### Sequential cells grouped by signal name, run 1

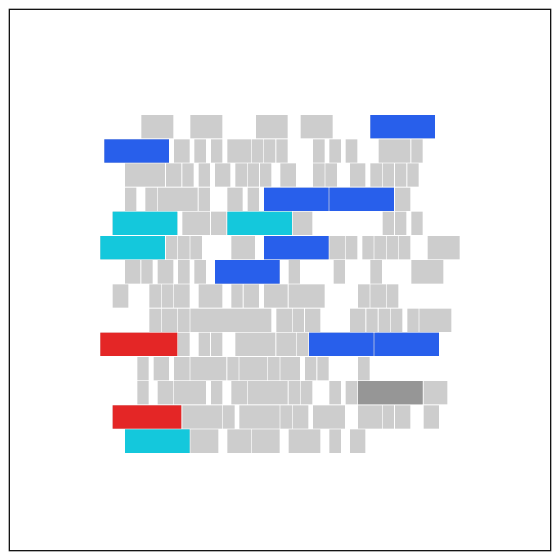
### Gate families picked out, run 1

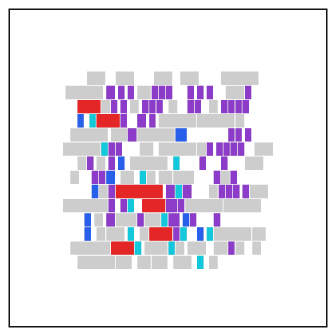
### Track usage over the die, run 1

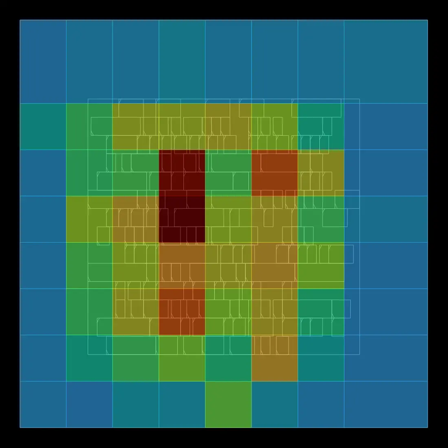
### Metal 3, run 1

Scale bar: 20 um.
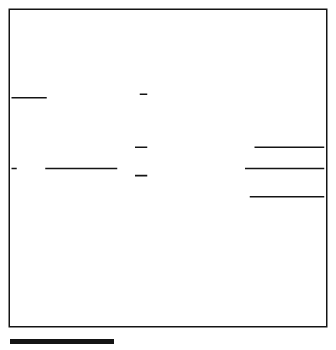
**src/rtl/parity_pkg.sv**
```systemverilog
// Shared types and constants for the serial parity framer and its helpers.
package parity_pkg;

   typedef enum logic [1:0] {
      IDLE,
      DATA,
      PARITY
   } frame_state_t;

   localparam bit PAR_EVEN = 1'b0;
   localparam bit PAR_ODD  = 1'b1;

endpackage

```
**src/rtl/serial_parity_framer_if.sv**
```systemverilog
// Word-load and bit-serial handshake bundle for serial_parity_framer.
interface serial_parity_framer_if #(
   parameter int unsigned WIDTH = 8
);

   logic             load_valid;
   logic             load_ready;
   logic [WIDTH-1:0] load_data;
   logic             ser_out;
   logic             ser_valid;
   logic             ser_ready;
   logic             ser_first;
   logic             ser_last;
   logic             busy;

   // master: producer/consumer side; slave: the framer itself
   modport master (
      output load_valid, load_data, ser_ready,
      input  load_ready, ser_out, ser_valid, ser_first, ser_last, busy
   );

   modport slave (
      input  load_valid, load_data, ser_ready,
      output load_ready, ser_out, ser_valid, ser_first, ser_last, busy
   );

endinterface

```
**src/rtl/parity_accum.sv**
```systemverilog
// One-bit toggle accumulator: z flips on every en && x, clear wins over en.
module parity_accum (
   input  logic clock,
   input  logic reset_n,
   input  logic clear,
   input  logic en,
   input  logic x,
   output logic z
);

   logic z_q, z_d;

   always_comb begin
      z_d = z_q;
      if (clear) begin
         z_d = 1'b0;
      end else if (en && x) begin
         z_d = ~z_q;
      end
   end

   always_ff @(posedge clock) begin
      if (!reset_n) begin
         z_q <= 1'b0;
      end else begin
         z_q <= z_d;
      end
   end

   assign z = z_q;

endmodule

```
**src/rtl/serial_parity_framer.sv**
```systemverilog
// Shifts a parallel word out LSB-first over a valid/ready stream and appends a parity bit.
module serial_parity_framer
   import parity_pkg::*;
#(
   parameter int unsigned WIDTH      = 8,
   parameter bit          ODD_PARITY = PAR_EVEN
) (
   input  logic                  clock,
   input  logic                  reset_n,
   serial_parity_framer_if.slave bus
);

   localparam int unsigned CW       = $clog2(WIDTH + 1);
   localparam logic [CW-1:0] LAST_BIT = CW'(WIDTH - 1);

   frame_state_t     state_q, state_d;
   logic [WIDTH-1:0] shift_q, shift_d;
   logic [CW-1:0]    count_q, count_d;
   logic             accept;
   logic             data_xfer;
   logic             acc;

   assign accept    = (state_q == IDLE) && bus.load_valid;
   assign data_xfer = (state_q == DATA) && bus.ser_ready;

   always_comb begin
      state_d = state_q;
      shift_d = shift_q;
      count_d = count_q;
      unique case (state_q)
         IDLE: begin
            if (accept) begin
               shift_d = bus.load_data;
               count_d = '0;
               state_d = DATA;
            end
         end
         DATA: begin
            if (bus.ser_ready) begin
               shift_d = shift_q >> 1;
               count_d = count_q + CW'(1);
               if (count_q == LAST_BIT) begin
                  state_d = PARITY;
               end
            end
         end
         PARITY: begin
            if (bus.ser_ready) begin
               state_d = IDLE;
            end
         end
         default: state_d = IDLE;
      endcase
   end

   always_ff @(posedge clock) begin
      if (!reset_n) begin
         state_q <= IDLE;
         shift_q <= '0;
         count_q <= '0;
      end else begin
         state_q <= state_d;
         shift_q <= shift_d;
         count_q <= count_d;
      end
   end

   // Sees each data bit exactly once, on its transfer cycle.
   parity_accum u_accum (
      .clock   (clock),
      .reset_n (reset_n),
      .clear   (accept),
      .en      (data_xfer),
      .x       (shift_q[0]),
      .z       (acc)
   );

   // Outputs decode registered state only; no path from ser_ready or load_valid.
   always_comb begin
      bus.ser_out = 1'b0;
      unique case (state_q)
         DATA:    bus.ser_out = shift_q[0];
         PARITY:  bus.ser_out = acc ^ ODD_PARITY;
         default: bus.ser_out = 1'b0;
      endcase
   end

   assign bus.load_ready = (state_q == IDLE);
   assign bus.ser_valid  = (state_q != IDLE);
   assign bus.busy       = (state_q != IDLE);
   assign bus.ser_first  = (state_q == DATA) && (count_q == '0);
   assign bus.ser_last   = (state_q == PARITY);

endmodule

```
**src/flat_wrapper.sv**
```systemverilog
// flat-port wrapper written by rule: the top's interface ports become plain ports
module serial_parity_framer_flat import parity_pkg::*;
#(
   parameter int unsigned WIDTH      = 8,
   parameter bit          ODD_PARITY = PAR_EVEN
)
  (clock, reset_n, bus_load_valid, bus_load_data, bus_ser_ready, bus_load_ready, bus_ser_out, bus_ser_valid, bus_ser_first, bus_ser_last, bus_busy);
  serial_parity_framer_if #(.WIDTH(WIDTH)) bus_i ();
  input  logic clock;
  input  logic reset_n;
  input wire logic [$bits(bus_i.load_valid)-1:0] bus_load_valid;
  input wire logic [$bits(bus_i.load_data)-1:0] bus_load_data;
  input wire logic [$bits(bus_i.ser_ready)-1:0] bus_ser_ready;
  output wire logic [$bits(bus_i.load_ready)-1:0] bus_load_ready;
  output wire logic [$bits(bus_i.ser_out)-1:0] bus_ser_out;
  output wire logic [$bits(bus_i.ser_valid)-1:0] bus_ser_valid;
  output wire logic [$bits(bus_i.ser_first)-1:0] bus_ser_first;
  output wire logic [$bits(bus_i.ser_last)-1:0] bus_ser_last;
  output wire logic [$bits(bus_i.busy)-1:0] bus_busy;
  assign bus_i.load_valid = bus_load_valid;
  assign bus_i.load_data = bus_load_data;
  assign bus_i.ser_ready = bus_ser_ready;
  assign bus_load_ready = bus_i.load_ready;
  assign bus_ser_out = bus_i.ser_out;
  assign bus_ser_valid = bus_i.ser_valid;
  assign bus_ser_first = bus_i.ser_first;
  assign bus_ser_last = bus_i.ser_last;
  assign bus_busy = bus_i.busy;
  serial_parity_framer #(.WIDTH(WIDTH), .ODD_PARITY(ODD_PARITY)) u_core (.clock(clock), .reset_n(reset_n), .bus(bus_i));
endmodule
```
**config.mk**
```make
export PLATFORM = sky130hd
export DESIGN_NAME = serial_parity_framer_flat
export DESIGN_NICKNAME = d
export VERILOG_FILES = /design/src/rtl/parity_pkg.sv /design/src/rtl/serial_parity_framer_if.sv /design/src/rtl/parity_accum.sv /design/src/rtl/serial_parity_framer.sv /design/src/flat_wrapper.sv
export SDC_FILE = /design/constraint.sdc
export NUM_CORES = 1
export LEC_CHECK = 0
export ABC_AREA = 1
export CAP_MARGIN = 5
export CORE_MARGIN = 10
export CORE_UTILIZATION = 51
export CTS_BUF_LIST = sky130_fd_sc_hd__clkbuf_2 sky130_fd_sc_hd__clkbuf_4 sky130_fd_sc_hd__clkbuf_8
export DETAILED_ROUTE_END_ITERATION = 12
export GPL_TIMING_DRIVEN = 0
export MAX_ROUTING_LAYER = met4
export PLACE_DENSITY = 0.8
export SYNTH_ARGS = -nofsm -noshare
export SYNTH_HDL_FRONTEND = slang
export SYNTH_SLANG_ARGS = --single-unit
```
**constraint.sdc**
```tcl
create_clock -name clock -period 2.1 [get_ports clock]
set_clock_uncertainty 0.2 [all_clocks]
set_input_delay 0.42 -clock clock [delete_from_list [all_inputs] [get_ports clock]]
set_output_delay 0.42 -clock clock [all_outputs]
set_load 0.01 [all_outputs]
```
==> run summary, run 1 <==
flow finished, numbers: run status finished, final reports clean, fraction of area in non-clock buffers 0.183, synthesized instance count 128, average vias per placed instance 5.04, Seq pwr share 0.311, total number of nets in the final design 168, max-cap violations 0, relative slew slack 0.769, Cell Rows 14, AND-OR/OR-AND share of the synthesized area 0.109, final critical-path share of the clock period 0.973, highest attainable clock frequency 0.489 GHz, Post-CTS Setup Inserts 0, end point of the most critical hold path u_core.shift_q[4]$_SDFFE_PN0P_, antenna viol nets, final 0, clock period minus worst slack 2.04 ns, minimum hold slack 0.269 ns, OpenROAD warning count 31, layout overhead on the synthesized area 26.9%, GP Congestion 0.858, share of synthesized area spent on multiplexers 0, dominant kind of combinational cell simple AND/OR/NAND/NOR gates, number of cells in Yosys stat 128, Setup TNS 0 ns, async set-or-reset flop fraction in the synthesized netlist 0, layout multi-input combinational cell count 96, Final Power 0.00144 W, leading post-synthesis cells by cell area sky130_fd_sc_hd__dfxtp_1 36%, sky130_fd_sc_hd__nand2_1 24%, sky130_fd_sc_hd__ha_1 8.9%, Largest Pwr Group combinational logic, post-CTS resize count 12, Worst Hold Depth 2, number of antenna violations at the first check in global routing 0, cell types with the highest counts after synthesis 53 x sky130_fd_sc_hd__nand2_1, 15 x sky130_fd_sc_hd__dfxtp_1, 13 x sky130_fd_sc_hd__a21oi_1, start of the worst register-to-register path u_core.state_q[0]$_SDFFE_PN0P_, cts bufs inserted 3, IR drop worst, VDD 0.801 mV, portion of total power attributed to combinational logic 0.570, Clock Sinks 15, clock group share of total power 0.118, measured slew at the worst slew-check pin 0.343 ns, critical path endpoint category primary output, sequential cell area fraction in the yosys report 0.355, die boundary width 60.7 um, Synth Area in Simple Gates 0.339, number of buffers between clock root and the deepest sink 2, highest-count cells in the layout ignoring fill and taps 53 x sky130_fd_sc_hd__nand2_1, 13 x sky130_fd_sc_hd__a21oi_1, 13 x sky130_fd_sc_hd__dfxtp_1, depth of the most critical reg-to-reg path 6
Notes on 'Sequential cells grouped by signal name' above:
Key: u_core.state_q = red [sequential cells 2]; u_core.shift_q = blue [sequential cells 8]; u_core.count_q = cyan [sequential cells 4, where middle left]
Another 1 sequential cells are not coloured.
sequential share of cell area: 0.284
flip-flop and latch power: 0.000450 W
Sequential Area: 305 um2

Notes on 'Gate families picked out' above:
Key: NAND gates = purple [cells 61, most used nand2_1]; adder and majority cells = red [cells 6, most used ha_1]; inverters = cyan [cells 13, most used inv_1]; NOR gates = blue [cells 9, most used nor2_1]
most common cell after layout, fill and taps aside: sky130_fd_sc_hd__nand2_1
count of non-filler cells in the finished layout: 165

Notes on 'Track usage over the die' above:
routed length per placed instance: 12.2 um
gr usage total: 0.119
Global Route met3 Usage: 0.0251

Notes on 'Metal 3' above:
The layer holds 3.4% of the routed length. The longest straight run is 14.9 um.
total routed wirelength: 2.01 mm
total via count in the routed design: 831

[run 1: state kept, by name, summed over array words and instances, names as in the netlist]
signal,count
u_core.count_q,4
u_core.shift_q,8
u_core.state_q,2
u_core.u_accum.z,1
[run 1: metal layers]
metal / vias up / part of all wire / GRT usage
met5: - / 0 / -
li1: 441 / - / -
met1: 377 / 0.45 / 0.138
met2: 8 / 0.50 / 0.199
met4: 0 / 0.014 / 0.0376
met3: 5 / 0.034 / 0.0251
[run 1: critical path, stage by stage, from the launching register on]
cell and delay (ns):
sky130_fd_sc_hd__dfxtp_4 0.39, sky130_fd_sc_hd__inv_1 0.06, sky130_fd_sc_hd__ha_1 0.23, sky130_fd_sc_hd__inv_2 0.10, sky130_fd_sc_hd__buf_4 0.11, sky130_fd_sc_hd__dlygate4sd2_1 0.25
### The metal 2 layer, run 1

Cells faint in the background.
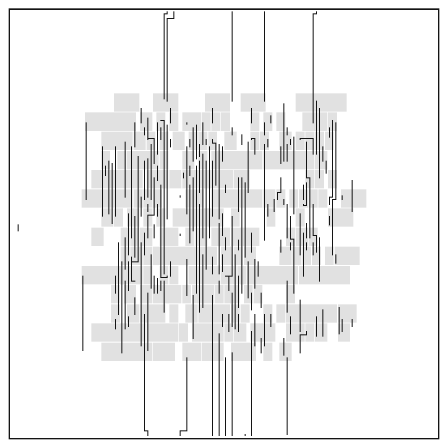

==> run 2: changes to the inputs <==
Clock period 2.1 ns to 2.3 ns, I/O delays scaled along.
### The metal 2 layer, run 2

Cells faint in the background.
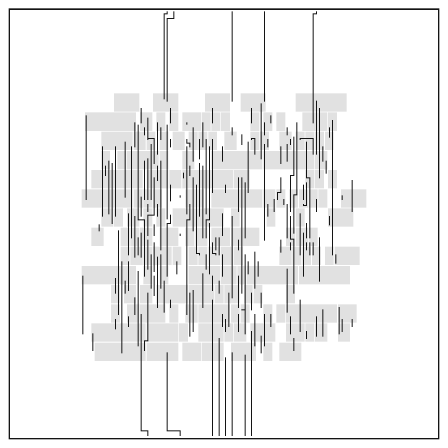
The layer holds 50% of the routed length. The longest straight run is 19.2 um. The wires run mostly vertical. The layer carries 968 um of wire.
total via count in the routed design: 835
total routed wirelength: 1.94 mm
global-route track usage on met2: 0.199

==> run 2 against run 1 <==
Clock power decreased by 8%. Combinational power is 9.6% lower. Global-route usage rose by 0.086 points. Total power is 9.7% lower. Die size did not move. Cell count unchanged. Wire length decreased by 3.6%. Sequential share of layout area increased by 0.099 points.
==> run summary, run 2 <==
flow finished, numbers: run status finished, final reports clean, Cell Rows 14, clock group share of total power 0.120, flip-flop and latch power 0.000403 W, clock period minus worst slack 2.14 ns, share of synthesized area spent on multiplexers 0, sequential cell area fraction in the yosys report 0.355, antenna viol nets, final 0, die boundary width 60.7 um, biggest registers after layout u_core.shift_q (8), u_core.count_q (4), u_core.state_q (2), sequential share of cell area 0.285, synthesized instance count 128, Post-CTS Setup Inserts 0, Final Power 0.00130 W, max-cap violations 0, dominant kind of combinational cell simple AND/OR/NAND/NOR gates, highest attainable clock frequency 0.467 GHz, layout multi-input combinational cell count 96, critical path endpoint category primary output, total number of nets in the final design 168, minimum hold slack 0.268 ns, GP Congestion 0.858, cts bufs inserted 3, Sequential Area 303 um2, portion of total power attributed to combinational logic 0.571, number of antenna violations at the first check in global routing 0, Reg with most FFs u_core.shift_q, crit-path max cell delay 0.56 ns, cell types with the highest counts after synthesis 53 x sky130_fd_sc_hd__nand2_1, 15 x sky130_fd_sc_hd__dfxtp_1, 13 x sky130_fd_sc_hd__a21oi_1
### Gate families picked out, run 2

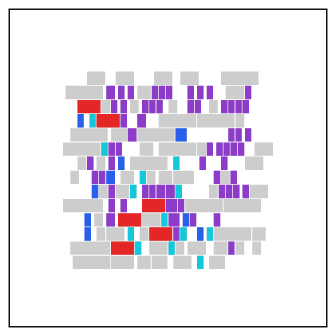
Key: NOR gates = blue [cells 9, most used nor2_1]; inverters = cyan [cells 13, most used inv_1]; adder and majority cells = red [cells 6, most used ha_1]; NAND gates = purple [cells 61, most used nand2_1]
proportion of cell area occupied by multi-input gates: 0.436

-- run 2: final timing paths --
| check | endpoint | depth (start not counted) | startpoint |
|---|---|---|---|
| max | bus_ser_last | 3 | u_core.state_q[0]$_SDFFE_PN0P_ |
| min | u_core.shift_q[4]$_SDFFE_PN0P_ | 2 | u_core.shift_q[4]$_SDFFE_PN0P_ |
| max reg2reg | u_core.count_q[3]$_SDFFE_PN0P_ | 6 | u_core.state_q[0]$_SDFFE_PN0P_ |
| min reg2reg | u_core.shift_q[4]$_SDFFE_PN0P_ | 2 | u_core.shift_q[4]$_SDFFE_PN0P_ |
-- run 2: routing by layer --
metal	vias to the layer above	global-route usage	wire (um)
li1	441	-	-
met1	377	0.140	847
met2	12	0.199	967
met3	5	0.0251	97
met4	0	0.0376	27
met5	-	-	0
### Sequential cells grouped by signal name, run 2

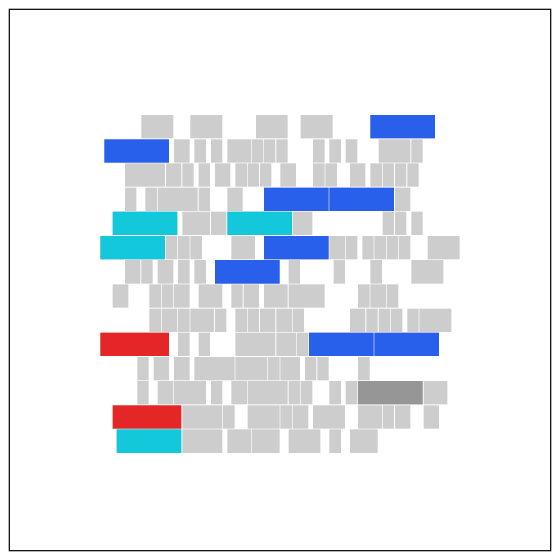

==> run 3: changes to the inputs <==
--- a/constraint.sdc
+++ b/constraint.sdc
@@ -4,2 +4,2 @@
 set_output_delay 0.46 -clock clock [all_outputs]
-set_load 0.01 [all_outputs]
+set_load 0.005 [all_outputs]
### Sequential cells grouped by signal name, run 3

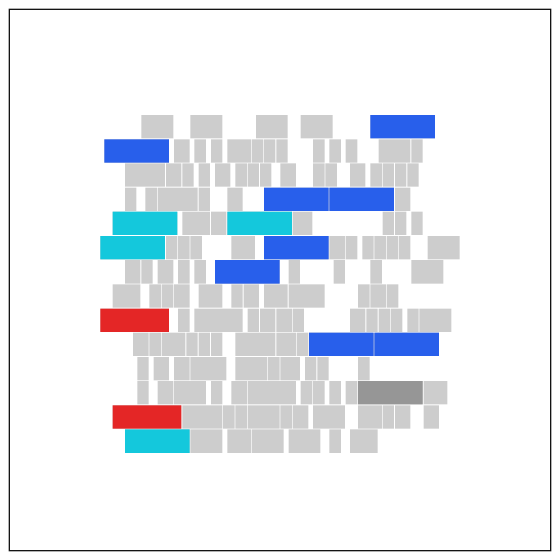
Key: u_core.state_q = red [sequential cells 2]; u_core.count_q = cyan [sequential cells 4, where middle left]; u_core.shift_q = blue [sequential cells 8]
core utilization of the finished layout: 0.700
Sequential Area: 303 um2

### Gate families picked out, run 3

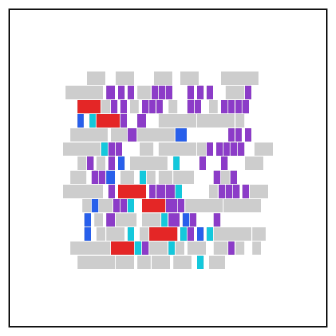
proportion of cell area occupied by multi-input gates: 0.433
count of non-filler cells in the finished layout: 166

==> run 3 against run 2 <==
Via count up 0.36%. Worst setup slack worse by 0.11 ns. Area after synthesis unchanged. Critical path depth up 2.
==> run summary, run 3 <==
flow finished, numbers: run status finished, final reports clean, biggest registers after layout u_core.shift_q (8), u_core.count_q (4), u_core.state_q (2), dominant kind of combinational cell simple AND/OR/NAND/NOR gates, sequential share of cell area 0.280, share of synthesized area spent on multiplexers 0, measured slew at the worst slew-check pin 0.350 ns, OpenROAD warning count 30, leading post-synthesis cells by cell area sky130_fd_sc_hd__dfxtp_1 36%, sky130_fd_sc_hd__nand2_1 24%, sky130_fd_sc_hd__ha_1 8.9%, average vias per placed instance 5.05, routed length per placed instance 12.1 um, total routed wirelength 2.01 mm, beginning of the critical path u_core.state_q[1]$_SDFFE_PN0P_, number of cells in Yosys stat 128, post-CTS resize count 4, global-route track usage on met2 0.201, Largest Pwr Group combinational logic, Worst Hold Depth 2, fraction of area in non-clock buffers 0.197, final critical-path share of the clock period 0.978, Global Route met3 Usage 0.0251, met2 routed WL 999 um, portion of total power attributed to combinational logic 0.581, flip-flop count of the largest register, all copies and words added 8, GP Congestion 0.858, Reg with most FFs u_core.shift_q, sequential cell area fraction in the yosys report 0.355, routed metal-1 wire length 896 um, max-cap violations 0, number of antenna violations at the first check in global routing 0, synthesized instance count 128, total number of nets in the final design 169, clock group share of total power 0.119, cts bufs inserted 3, Synth Area in Simple Gates 0.339, number of buffers between clock root and the deepest sink 2, IR drop worst, VDD 0.749 mV, most common cell after layout, fill and taps aside sky130_fd_sc_hd__nand2_1, start of the worst register-to-register path u_core.state_q[0]$_SDFFE_PN0P_, Met3 Routed Length 89 um, end point of the most critical hold path u_core.shift_q[4]$_SDFFE_PN0P_, die boundary width 60.7 um, depth of the most critical reg-to-reg path 6, endpoint of the most critical register-to-register path u_core.count_q[3]$_SDFFE_PN0P_, Clock Sinks 15, GR peak layer met2, clock period minus worst slack 2.25 ns, cell types with the highest counts after synthesis 53 x sky130_fd_sc_hd__nand2_1, 15 x sky130_fd_sc_hd__dfxtp_1, 13 x sky130_fd_sc_hd__a21oi_1, relative slew slack 0.764, flip-flop and latch power 0.000399 W, startpoint of the most critical hold path u_core.shift_q[4]$_SDFFE_PN0P_
## run 3: worst max-delay path: stages, from the launching register on
cell	delay, ns
sky130_fd_sc_hd__dfxtp_2	0.35
sky130_fd_sc_hd__inv_1	0.07
sky130_fd_sc_hd__ha_2	0.19
sky130_fd_sc_hd__inv_2	0.09
sky130_fd_sc_hd__buf_4	0.11
sky130_fd_sc_hd__clkdlybuf4s50_1	0.48
## run 3: per-stage QoR
stage	cell area, um2	setup slack [ns]	power (W)
2_1_floorplan	846	0.713	0.000906
3_3_place_gp	1040	0.128	0.00114
3_5_place_dp	1040	0.149	0.00116
5_1_grt	1080	0.00827	0.00146
6_report	1080	0.0509	0.00133
4_1_cts	1070	0.0230	0.00132
No activity file was given, so power comes from the tool's default toggle rates.
